==> src/rtl/pc_sequencer_pkg.sv <==
// pc_sequencer_pkg
//   Shared types and constants for the fetch-PC sequencer.
//   - word_t        : 32-bit architectural word
//   - pcs_state_e   : sequencer state encoding (HOLD / RUN / EXC, 2-bit)
//   - npc_src_e     : which source the next-PC mux selected
//   - RESET_PC_DEF / EXC_VEC_DEF : default reset PC and exception vector
//   - helper functions to classify mux sources and detect misaligned words
package pc_sequencer_pkg;

  localparam int DATA_W = 32;

  typedef logic [DATA_W-1:0] word_t;

  localparam word_t RESET_PC_DEF = 32'h0000_3000;
  localparam word_t EXC_VEC_DEF  = 32'h0000_4180;

  typedef enum logic [1:0] {
    PCS_HOLD = 2'b00,
    PCS_RUN  = 2'b01,
    PCS_EXC  = 2'b10
  } pcs_state_e;

  typedef enum logic [2:0] {
    SRC_SEQ  = 3'd0,
    SRC_JR   = 3'd1,
    SRC_J    = 3'd2,
    SRC_BR   = 3'd3,
    SRC_ERET = 3'd4,
    SRC_EXC  = 3'd5
  } npc_src_e;

  // Redirects resolved in ID; these are the ones that can be buffered under stall.
  function automatic logic is_ctl_redirect(input npc_src_e s);
    return (s == SRC_BR) || (s == SRC_J) || (s == SRC_JR);
  endfunction

  // Redirects originating in CP0; these bypass stall and flush the buffer.
  function automatic logic is_cp0_redirect(input npc_src_e s);
    return (s == SRC_EXC) || (s == SRC_ERET);
  endfunction

  function automatic logic word_misal(input word_t a);
    return a[1:0] != 2'b00;
  endfunction

endpackage

==> src/rtl/pc_sequencer_nextpc.sv <==
// pc_sequencer_nextpc
//   Combinational next-PC mux with fixed priority:
//     exc_req > eret > br_taken > jump > jump_r > sequential pc4
//   Ports:
//     pc4      in  32  sequential successor of the current pc
//     exc_req  in  1   exception/interrupt request, target exc_vec
//     exc_vec  in  32  exception handler entry address
//     eret     in  1   return from exception, target epc
//     epc      in  32  CP0 EPC
//     br_taken in  1   branch taken, target br_addr
//     br_addr  in  32
//     jump     in  1   j/jal, target j_addr
//     j_addr   in  32
//     jump_r   in  1   jr/jalr, target jr_addr
//     jr_addr  in  32
//     src      out 3   selected source
//     target   out 32  selected next-PC
module pc_sequencer_nextpc
  import pc_sequencer_pkg::*;
(
  input  word_t    pc4,
  input  logic     exc_req,
  input  word_t    exc_vec,
  input  logic     eret,
  input  word_t    epc,
  input  logic     br_taken,
  input  word_t    br_addr,
  input  logic     jump,
  input  word_t    j_addr,
  input  logic     jump_r,
  input  word_t    jr_addr,
  output npc_src_e src,
  output word_t    target
);

  always_comb begin
    src    = SRC_SEQ;
    target = pc4;
    if (exc_req) begin
      src    = SRC_EXC;
      target = exc_vec;
    end else if (eret) begin
      src    = SRC_ERET;
      target = epc;
    end else if (br_taken) begin
      src    = SRC_BR;
      target = br_addr;
    end else if (jump) begin
      src    = SRC_J;
      target = j_addr;
    end else if (jump_r) begin
      src    = SRC_JR;
      target = jr_addr;
    end
  end

endmodule

==> src/rtl/pc_sequencer.sv <==
// pc_sequencer
//   Owns the architectural fetch PC. Selects the next PC among exception
//   entry, eret, branch, jump, jump-register and sequential pc+4; holds the
//   PC under stall while buffering an ID-stage redirect raised during the
//   stall; inserts a fetch bubble after reset release and on exception entry.
//   Parameters:
//     RESET_PC  PC loaded while reset is asserted
//     EXC_VEC   exception handler entry address
//   Ports:
//     clk       in  1   rising-edge clock
//     reset_n   in  1   asynchronous active-low reset
//     stall     in  1   hold pc when 1
//     br_taken  in  1   / br_addr  in 32
//     jump      in  1   / j_addr   in 32
//     jump_r    in  1   / jr_addr  in 32
//     exc_req   in  1   CP0 exception/interrupt request
//     eret      in  1   / epc      in 32
//     pc        out 32  current fetch PC (register)
//     pc4       out 32  pc + 4 (combinational, wraps)
//     fetch_vld out 1   instruction at pc is to be issued (register)
//     pc_misal  out 1   pc[1:0] != 0 (register, tracks pc)
//     pend_vld  out 1   a buffered redirect is held
module pc_sequencer
  import pc_sequencer_pkg::*;
#(
  parameter word_t RESET_PC = RESET_PC_DEF,
  parameter word_t EXC_VEC  = EXC_VEC_DEF
) (
  input  logic  clk,
  input  logic  reset_n,
  input  logic  stall,
  input  logic  br_taken,
  input  word_t br_addr,
  input  logic  jump,
  input  word_t j_addr,
  input  logic  jump_r,
  input  word_t jr_addr,
  input  logic  exc_req,
  input  logic  eret,
  input  word_t epc,
  output word_t pc,
  output word_t pc4,
  output logic  fetch_vld,
  output logic  pc_misal,
  output logic  pend_vld
);

  pcs_state_e state;
  pcs_state_e state_nxt;
  npc_src_e   npc_src;
  word_t      npc_tgt;
  word_t      pc_nxt;
  word_t      pend_addr;
  logic       pend_vld_nxt;
  logic       pend_ld;
  logic       fetch_vld_nxt;

  // Wraps modulo 2^32 by construction of the 32-bit add.
  assign pc4 = pc + 32'd4;

  pc_sequencer_nextpc u_nextpc (
    .pc4      (pc4),
    .exc_req  (exc_req),
    .exc_vec  (EXC_VEC),
    .eret     (eret),
    .epc      (epc),
    .br_taken (br_taken),
    .br_addr  (br_addr),
    .jump     (jump),
    .j_addr   (j_addr),
    .jump_r   (jump_r),
    .jr_addr  (jr_addr),
    .src      (npc_src),
    .target   (npc_tgt)
  );

  always_comb begin
    state_nxt     = state;
    pc_nxt        = pc;
    pend_vld_nxt  = pend_vld;
    pend_ld       = 1'b0;
    fetch_vld_nxt = 1'b0;
    case (state)
      PCS_HOLD: begin
        // Bubble after reset: pc stays at RESET_PC, requests are not taken.
        state_nxt = PCS_RUN;
      end
      default: begin
        // RUN and EXC share redirect handling; EXC only differs in that it
        // lasts one cycle unless another exception arrives.
        state_nxt     = PCS_RUN;
        fetch_vld_nxt = ~stall;
        if (npc_src == SRC_EXC) begin
          pc_nxt        = npc_tgt;
          pend_vld_nxt  = 1'b0;
          state_nxt     = PCS_EXC;
          fetch_vld_nxt = 1'b0;
        end else if (is_cp0_redirect(npc_src)) begin
          pc_nxt       = npc_tgt;
          pend_vld_nxt = 1'b0;
        end else if (stall) begin
          // Highest-priority ID redirect this cycle overwrites any older entry.
          if (is_ctl_redirect(npc_src)) begin
            pend_ld      = 1'b1;
            pend_vld_nxt = 1'b1;
          end
        end else if (is_ctl_redirect(npc_src)) begin
          // A fresh redirect supersedes the buffered one.
          pc_nxt       = npc_tgt;
          pend_vld_nxt = 1'b0;
        end else if (pend_vld) begin
          pc_nxt       = pend_addr;
          pend_vld_nxt = 1'b0;
        end else begin
          pc_nxt = npc_tgt;
        end
      end
    endcase
  end

  // ---- register stage: control and PC ----
  always_ff @(posedge clk or negedge reset_n) begin
    if (!reset_n) begin
      state     <= PCS_HOLD;
      pc        <= RESET_PC;
      fetch_vld <= 1'b0;
      pc_misal  <= 1'b0;
      pend_vld  <= 1'b0;
    end else begin
      state     <= state_nxt;
      pc        <= pc_nxt;
      fetch_vld <= fetch_vld_nxt;
      pc_misal  <= word_misal(pc_nxt);
      pend_vld  <= pend_vld_nxt;
    end
  end

  // Pending target is qualified by pend_vld, so it needs no reset.
  always_ff @(posedge clk) begin
    if (pend_ld) begin
      pend_addr <= npc_tgt;
    end
  end

endmodule

==> config.mk <==
export PLATFORM = sky130hd
export DESIGN_NAME = pc_sequencer
export DESIGN_NICKNAME = d
export VERILOG_FILES = /design/src/rtl/pc_sequencer_pkg.sv /design/src/rtl/pc_sequencer_nextpc.sv /design/src/rtl/pc_sequencer.sv
export SDC_FILE = /design/constraint.sdc
export NUM_CORES = 1
export LEC_CHECK = 0
export ABC_AREA = 0
export CORE_ASPECT_RATIO = 0.8
export CORE_MARGIN = 1.5
export CORE_UTILIZATION = 35
export DETAILED_ROUTE_END_ITERATION = 10
export GPL_ROUTABILITY_DRIVEN = 0
export MAX_ROUTING_LAYER = met4
export PLACE_DENSITY = 0.76
export SKIP_CTS_REPAIR_TIMING = 1
export SLEW_MARGIN = 20
export SYNTH_ARGS = -nofsm -noshare
export SYNTH_HDL_FRONTEND = slang
export SYNTH_SLANG_ARGS = --single-unit
==> constraint.sdc <==
create_clock -name clk -period 2.1 [get_ports clk]
set_input_delay 0.525 -clock clk [delete_from_list [all_inputs] [get_ports clk]]
set_output_delay 0.525 -clock clk [all_outputs]
set_load 0.01 [all_outputs]
Figure 1. Floorplan with the power grid (run 1).
Scale bar: 50 um. Pins as bars on the die edge.
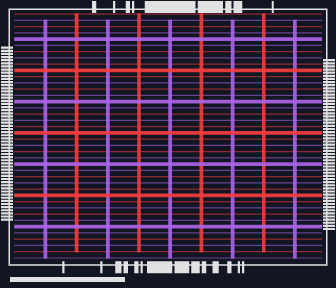
Key: red = VDD; purple = VSS
9 straps on met4. The core has 39 rows. 7 straps on met5. 40 met1 rails follow the rows.
area of the core: 14200 sq um
die y size: 111 um
Max rail drop VDD: 0.475 mV
chip width: 137 um

Figure 2. Cells colored by class (run 1).
Fill, decap, tap and diode cells in gray.
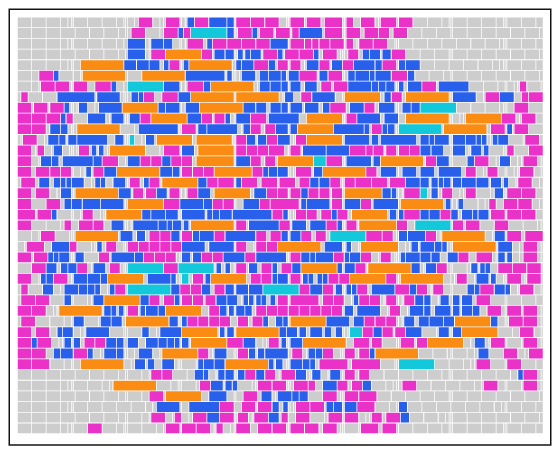
Key: blue = combinational and other logic [cells 482, share of their area 38%]; cyan = clock drivers and dummy loads [cells 16, share of their area 3.3%]; orange = flops [cells 69, share of their area 20%]; magenta = other buffers and delay cells [cells 428, share of their area 39%]
Std-Cell Rows: 39
Finished Core Util: 69.4%
flop share of the area: 19.2%
design area: 9860 sq um

Figure 3. Clock network drawn from the DEF (run 1).
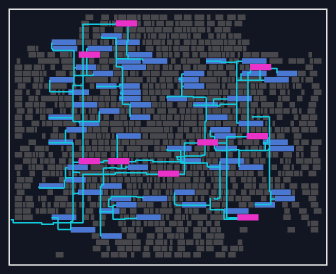
Key: magenta = clock drivers [count 9]; cyan = clock wires [length 1150 um]; blue = flip-flops [count 69]
There are 10 routed clock nets.

==> impl_metrics.json, run 1 <==
{
  "r2r_slack_ns": -0.74,
  "grt_setup_unrepaired": "yes",
  "cp-end-kind": "output pin",
  "logic_area_sq_um": 3560,
  "antenna_found_initial": 1,
  "tightest_slew_ns": 0.567,
  "ys_cells": 596,
  "crit_buf_inv": 4,
  "min_path_type": "in -> async",
  "violations": "setup timing",
  "cp-start-kind": "flop",
  "drt_iter0_markers": 978,
  "syn_avg_cell_area_sq_um": 8.50,
  "place.detailed.hpwl_mm": 18.6,
  "top_cell": "nand2_1",
  "worstSetupPathType": "reg -> out",
  "top_area_cell": "edfxtp_1",
  "grtUsageTotal_pct": 32.8,
  "htree_levels": 3,
  "ys_ff": 69,
  "ctsLongestPathBuffers": 2,
  "ioPinCount": 203,
  "synth_cell_types": 64,
  "ys_warn_count": 0,
  "synthTopCellsByCount": "59 x nand2_1, 46 x nor2_1, 40 x o21ai_0, 36 x a21oi_1, 35 x dfrtp_1",
  "crit_top_cell": "buf_6",
  "drive_above_1_share_pct": 37.5,
  "fin_crit_sh_pct": 153,
  "ys_seq_share_pct": 37.3,
  "worstPathRequired_ns": 1.57,
  "seqCellArea_sq_um": 1890,
  "fin_crit_ns": 3.22,
  "timing.hold.ws_ns": 0.122,
  "cts-root-buf": "clkbuf_16",
  "yosys_area_sq_um": 5060,
  "vias_per_cell": 6.09,
  "grt_max_degree": 26,
  "clkTransAtPathRegs_ns": 0.06,
  "finalSetupViolations": 56,
  "area_delta_synth_final_pct": 94.7,
  "reg2reg_depth": 12,
  "drt-pass1-iter-count": 5,
  "cts_tree": "yes",
  "async_flop_share_pct": 53.6,
  "skew_ns": 0.00791,
  "avgRoutedWirePerCell_um": 23.7,
  "drc_errors": 0,
  "portBuffers": 202,
  "wirelength_mm": 27.9,
  "fp_util_pct": 35.7,
  "max_stage_delay_ns": 0.55,
  "crit_family": "simple AND/OR/NAND/NOR gates",
  "maxCapViolCount": 0,
  "synthCells": 596,
  "status": "complete, but fails checks",
  "synth-main-ff-cell": "dfrtp_1",
  "top_area_share_pct": 19.0,
  "path_cells": "nand4_1 > nor4_4 > buf_6 > buf_6 > nand4_1 > xor2_1 > inv_1 > buf_6",
  "timing.rr.end": "pc[19]",
  "leakage_uw": 0.00433,
  "die_area_sq_um": 15200,
  "slowest_stage": "dfstp_2",
  "warnings": 28,
  "max-slew-margin-rel_pct": 62.0,
  "grt_pass1_vias": 6673,
  "clock-sinks": 69,
  "cp_max_fo": 6,
  "maxSlewViolCount": 0,
  "vias": 7182,
  "numCtsBuffers": 9,
  "overflow": 0,
  "syn_area_sq_um": 5060,
  "synthTopCellsByArea": "edfxtp_1 19%, dfrtp_1 17%, nand2_1 4.4%",
  "final-hold-violation-count": 0,
  "max_freq_mhz": 310,
  "postRouteAntennaNets": 0,
  "nets": 1127,
  "edf_count": 32,
  "powerDensity_nw_per_um2": 550,
  "n_fill_cell": 990,
  "worstReg2RegStart": "pc[12]",
  "finalSetupTns_ns": -26.05,
  "crit_arrival_ns": 2.70,
  "worst_slack_ns": -1.12,
  "clk_latency_ns": 0.35,
  "grt_pass1_wl_mm": 36.6,
  "synth_nets": 733
}
## run 1: layout make-up
class                           instances  area share (%)
Sequential cell                        69            19.2
Multi-Input combinational cell        464            36.1
Clock buffer                           10            2.32
Inverter                               18           0.723
Antenna cell                            1          0.0254
Timing Repair Buffer                  428            38.4
Tap cell                              184            2.34
Clock inverter                          6           0.888
## run 1: report_power, final
group,switching (uW),total [uW],internal (uW),leakage (uW)
Clock,653,1690,1040,0.000156
Combinational,1000,2100,1090,0.00341
Sequential,103,1630,1530,0.000763
## run 1: worst max path at each step
stage / startpoint / to / slack, ns / cells past startpoint
after floorplan: pc[4] / pc4[25] / -0.14 / 6
after global placement: exc_req / pc[14] / -0.65 / 8
after detailed placement: exc_req / pc[14] / -0.63 / 8
after CTS: pc[13] / pc4[17] / -0.95 / 7
after global routing: pc[12] / pc4[29] / -1.18 / 8
final: pc[12] / pc4[29] / -1.12 / 8
## run 1: cell usage in the layout (no fill, tap or decap), types with 6 or more instances in the layout
cell type / instances
buf_4: 199
a221o_1: 6
nor2_1: 42
xor2_2: 8
nand4_1: 15
nor3_4: 6
inv_1: 13
a211oi_2: 6
clkbuf_16: 9
nor3_1: 7
buf_6: 28
a22oi_1: 19
and3_1: 6
o21a_1: 12
xnor2_2: 8
clkdlybuf4s50_1: 166
nand3_1: 11
o21ai_0: 35
buf_2: 16
mux2i_1: 11
o211ai_1: 12
dlymetal6s2s_1: 10
a22o_1: 9
edfxtp_1: 32
nand2_1: 52
dfrtp_1: 32
a21boi_0: 6
o22ai_1: 13
a21oi_1: 31
nand2b_1: 12
a211oi_1: 6
## run 1: state kept, by name, indices dropped and copies added, names as in the netlist
name,count
fetch_vld,1
pc,32
pc_misal,1
pend_addr,32
pend_vld,1
state,2
## run 1: routing by layer
metal  vias to the layer above  share of wire, %  GRT usage, %
met5                         -                 0             -
met4                         0               6.7          12.8
met3                       168                12          7.02
met2                       616                45          49.5
met1                      3346                37          42.9
li1                       3052                 -             -
## run 1: worst reg2reg max path: cells and delay by family, from the launching register on
kind                   cells  cell delay (ns)
flip-flops                 1             0.55
buffers and inverters      6             0.76
XOR/XNOR                   1             0.25
AND-OR/OR-AND              2             0.26
AND/OR/NAND/NOR            3             0.98
## run 1: cells by family (layout without fill, tap and decap cells)
family | Yosys count | after routing | synth area share, %
simple gates | 209 | 209 | 21.1
flops | 69 | 69 | 37.3
other cells | 0 | 1 | 0
fa+ha+maj | 1 | 1 | 0.247
mux | 13 | 13 | 2.62
xor+xnor | 24 | 24 | 4.15
compound gates | 217 | 217 | 29.6
buf+inv | 63 | 462 | 4.94
## run 1: stage by stage
step | total power, uW | cells | setup WS [ns] | instance area (sq um)
4_1_cts | 5160 | 1153 | -0.953 | 9040
5_1_grt | 5580 | 1180 | -1.18 | 9860
6_report | 5420 | 1180 | -1.12 | 9860
2_1_floorplan | 2310 | 596 | -0.140 | 5150
3_5_place_dp | 3500 | 1137 | -0.625 | 8720
3_3_place_gp | 3480 | 1137 | -0.655 | 8720
Figure 4. Routed metal, one color a layer (run 1).
Scale bar: 50 um. Only two layers are drawn.
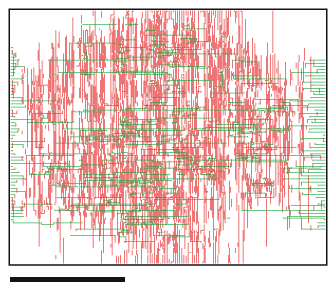

==> run 1 -> run 2 <==
==> constraint.sdc (replaced) <==
create_clock -name clk -period 2.1 [get_ports clk]
set_input_delay 0.525 -clock clk [delete_from_list [all_inputs] [get_ports clk]]
set_output_delay 0.525 -clock clk [all_outputs]
set_load 0.1 [all_outputs]
Figure 5. Routed metal, one color a layer (run 2).
Scale bar: 50 um. Only two layers are drawn.
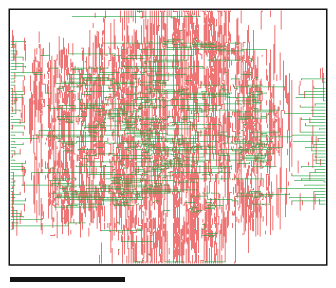
Key: green = metal 3 [wire length 3900 um]; red = metal 2 [wire length 13100 um]
Routed WL: 29.2 mm
wire per inst: 25.7 um
gr usage total: 35.7%

==> run 2 against run 1 <==
  * The run still ends with setup timing left
  * Maximum frequency increased by 3.6%
  * Synthesized cell count unchanged
  * Register-to-register slack improved by 0.06 ns
  * Count of clock-buffer cells in the layout unchanged
  * Sequential share of layout area decreased by 0.78 points
==> impl_metrics.json, run 2 <==
{
  "status": "complete, but fails checks",
  "ys_seq_share_pct": 37.3,
  "fin_crit_ns": 3.11,
  "crit_arrival_ns": 2.59,
  "postRouteAntennaNets": 0,
  "leakage_uw": 0.00425,
  "area_delta_synth_final_pct": 108,
  "final-hold-violation-count": 0,
  "top_area_cell": "edfxtp_1",
  "cp-end-kind": "output pin",
  "n_fill_cell": 836,
  "finalSetupViolations": 64,
  "async_flop_share_pct": 53.6,
  "fin_crit_sh_pct": 148,
  "grt_setup_unrepaired": "yes",
  "drive_above_1_share_pct": 42.1,
  "p_comb_share_pct": 52.2,
  "drt-pass1-iter-count": 6,
  "ctsLongestPathBuffers": 2,
  "edf_count": 32,
  "grt_pass1_vias": 7104,
  "overflow": 0,
  "p_sw_share_pct": 42.3,
  "placedInstanceArea_sq_um": 9650,
  "nets": 1084,
  "tightest_slew_ns": 0.835,
  "intPower_uw": 4030,
  "place.detailed.hpwl_mm": 20.4,
  "vias_per_cell": 6.55,
  "final_common_cell": "buf_4",
  "htree_levels": 3,
  "cts-root-buf": "clkbuf_16",
  "vias": 7441,
  "ioPinCount": 203,
  "portBuffers": 202,
  "synthTopCellsByCount": "59 x nand2_1, 46 x nor2_1, 40 x o21ai_0, 36 x a21oi_1, 35 x dfrtp_1",
  "synth_cell_types": 64,
  "p_seq_share_pct": 23.8,
  "fin_cells": 1136,
  "place_inst": 1109,
  "ys_warn_count": 0,
  "ys_cells": 596,
  "clk_latency_ns": 0.34,
  "r2r_slack_ns": -0.68,
  "die_area_sq_um": 15200,
  "warnings": 28,
  "numCtsBuffers": 9,
  "cp-start-kind": "flop",
  "die_h_um": 111,
  "max-slew-margin-rel_pct": 44.1,
  "n_antenna_cell": 0,
  "synth-main-ff-cell": "dfrtp_1",
  "synthTopCellsByArea": "edfxtp_1 19%, dfrtp_1 17%, nand2_1 4.4%",
  "maxSlewViolCount": 0,
  "yosys_area_sq_um": 5060,
  "rows": 39,
  "design_area_sq_um": 10500,
  "grt_pass1_wl_mm": 39.9,
  "grt_max_degree": 35,
  "worstReg2RegStart": "pc[13]",
  "top_area_share_pct": 19.0,
  "coreArea_sq_um": 14200,
  "syn_area_sq_um": 5060,
  "finalSetupTns_ns": -25.40,
  "power.switching_uw": 2950,
  "cts_tree": "yes",
  "reg2reg_depth": 10,
  "fin_util_pct": 74.2,
  "drt_iter0_markers": 1188,
  "drc_errors": 0,
  "die_w_um": 137,
  "largest_registers": "pc: 32 flops, pend_addr: 32 flops, state: 2 flops",
  "max_freq_mhz": 321,
  "maxCapViolCount": 0,
  "skew_ns": 0.00623,
  "worst_slack_ns": -1.01,
  "worstSetupPathType": "reg -> out",
  "top_cell": "nand2_1",
  "antenna_found_initial": 0,
  "synth_nets": 733,
  "clock-sinks": 69,
  "synthCells": 596,
  "worstPathRequired_ns": 1.57,
  "syn_avg_cell_area_sq_um": 8.50,
  "clkTransAtPathRegs_ns": 0.06,
  "pwr-share-clk_pct": 24.1,
  "min_path_type": "in -> async",
  "cp_max_fo": 3,
  "timing.rr.end": "pend_addr[14]",
  "powerDensity_nw_per_um2": 662,
  "ys_ff": 69,
  "violations": "setup timing",
  "fp_util_pct": 35.7,
  "lay_top_cells": "163 x buf_4, 129 x clkdlybuf4s50_1, 71 x buf_12, 50 x nand2_1, 41 x nor2_1"
}
Figure 6. Floorplan with the power grid (run 2).
Scale bar: 50 um. Pins as bars on the die edge.
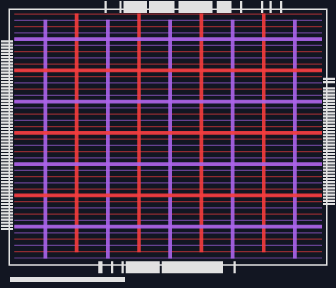
Key: red = VDD; purple = VSS
7 straps on met5. 203 signal pins sit on the boundary.
Max rail drop VDD: 0.470 mV

[run 2: worst max-delay path, cell delays in order, from the launching register on]
cell and delay, ns:
dfstp_4 0.63, nand4_1 0.16, buf_4 0.18, or4_4 0.46
nor3_4 0.21, xnor2_2 0.22, clkinvlp_4 0.19, buf_12 0.19
[run 2: power groups by stage]
| stage | clock [uW] | combinational [uW] | sequential (uW) |
|---|---|---|---|
| 2_1_floorplan | 0 | 1250 | 2270 |
| 3_3_place_gp | 0 | 3370 | 1660 |
| 3_5_place_dp | 0 | 3410 | 1660 |
| 4_1_cts | 1650 | 3430 | 1640 |
| 5_1_grt | 1720 | 3720 | 1660 |
| 6_report | 1680 | 3640 | 1660 |
[run 2: logic make-up (layout without fill, tap and decap cells)]
| group | count (synthesis) | count (layout) | synth area share (%) |
|---|---|---|---|
| AOI/OAI and AO/OA | 217 | 217 | 29.6 |
| xor gates and xnor gates | 24 | 24 | 4.15 |
| adders and majority gates | 1 | 1 | 0.247 |
| buffers and inverters | 63 | 419 | 4.94 |
| DFF | 69 | 69 | 37.3 |
| muxes | 13 | 13 | 2.62 |
| and+or+nand+nor | 209 | 209 | 21.1 |
[run 2: layer usage]
metal  vias to the layer above  part of all wire [%]  track usage [%]
met4                         0                   6.6             17.7
met1                      3452                    35             44.8
met2                       792                    45             53.9
met5                         -                     0                -
met3                       223                    13             8.03
li1                       2974                     -                -
[run 2: final cells by class]
class	count	area [sq um]	share of cell area, %
well taps	184	230	2.18
clock buffers	10	229	2.17
inverters	18	93.8	0.891
flip-flops and latches	69	1940	18.4
clock inverters	6	86.3	0.819
multi-input cells	464	3760	35.7
repair buffers	385	4200	39.8
[run 2: worst max-delay path by stage]
| stage | start | to |
|---|---|---|
| after CTS | pc[12] | pc4[25] |
| final | pc[13] | pc4[25] |
| after global routing | pc[13] | pc4[29] |
| after global placement | pc[12] | pc4[25] |
| after detailed placement | pc[12] | pc4[25] |
| after floorplan | pc[13] | pend_addr[23] |
[run 2: through the flow]
step                      hold WS [ns]  total power, uW  setup slack [ns]
after floorplan                  0.229             3510            -0.953
after global routing             0.105             7110             -1.06
after global placement           0.444             5030            -0.496
after CTS                       0.0920             6720            -0.945
final                           0.0975             6980             -1.01
after detailed placement         0.449             5070            -0.545
Power and IR drop assume default switching activity.
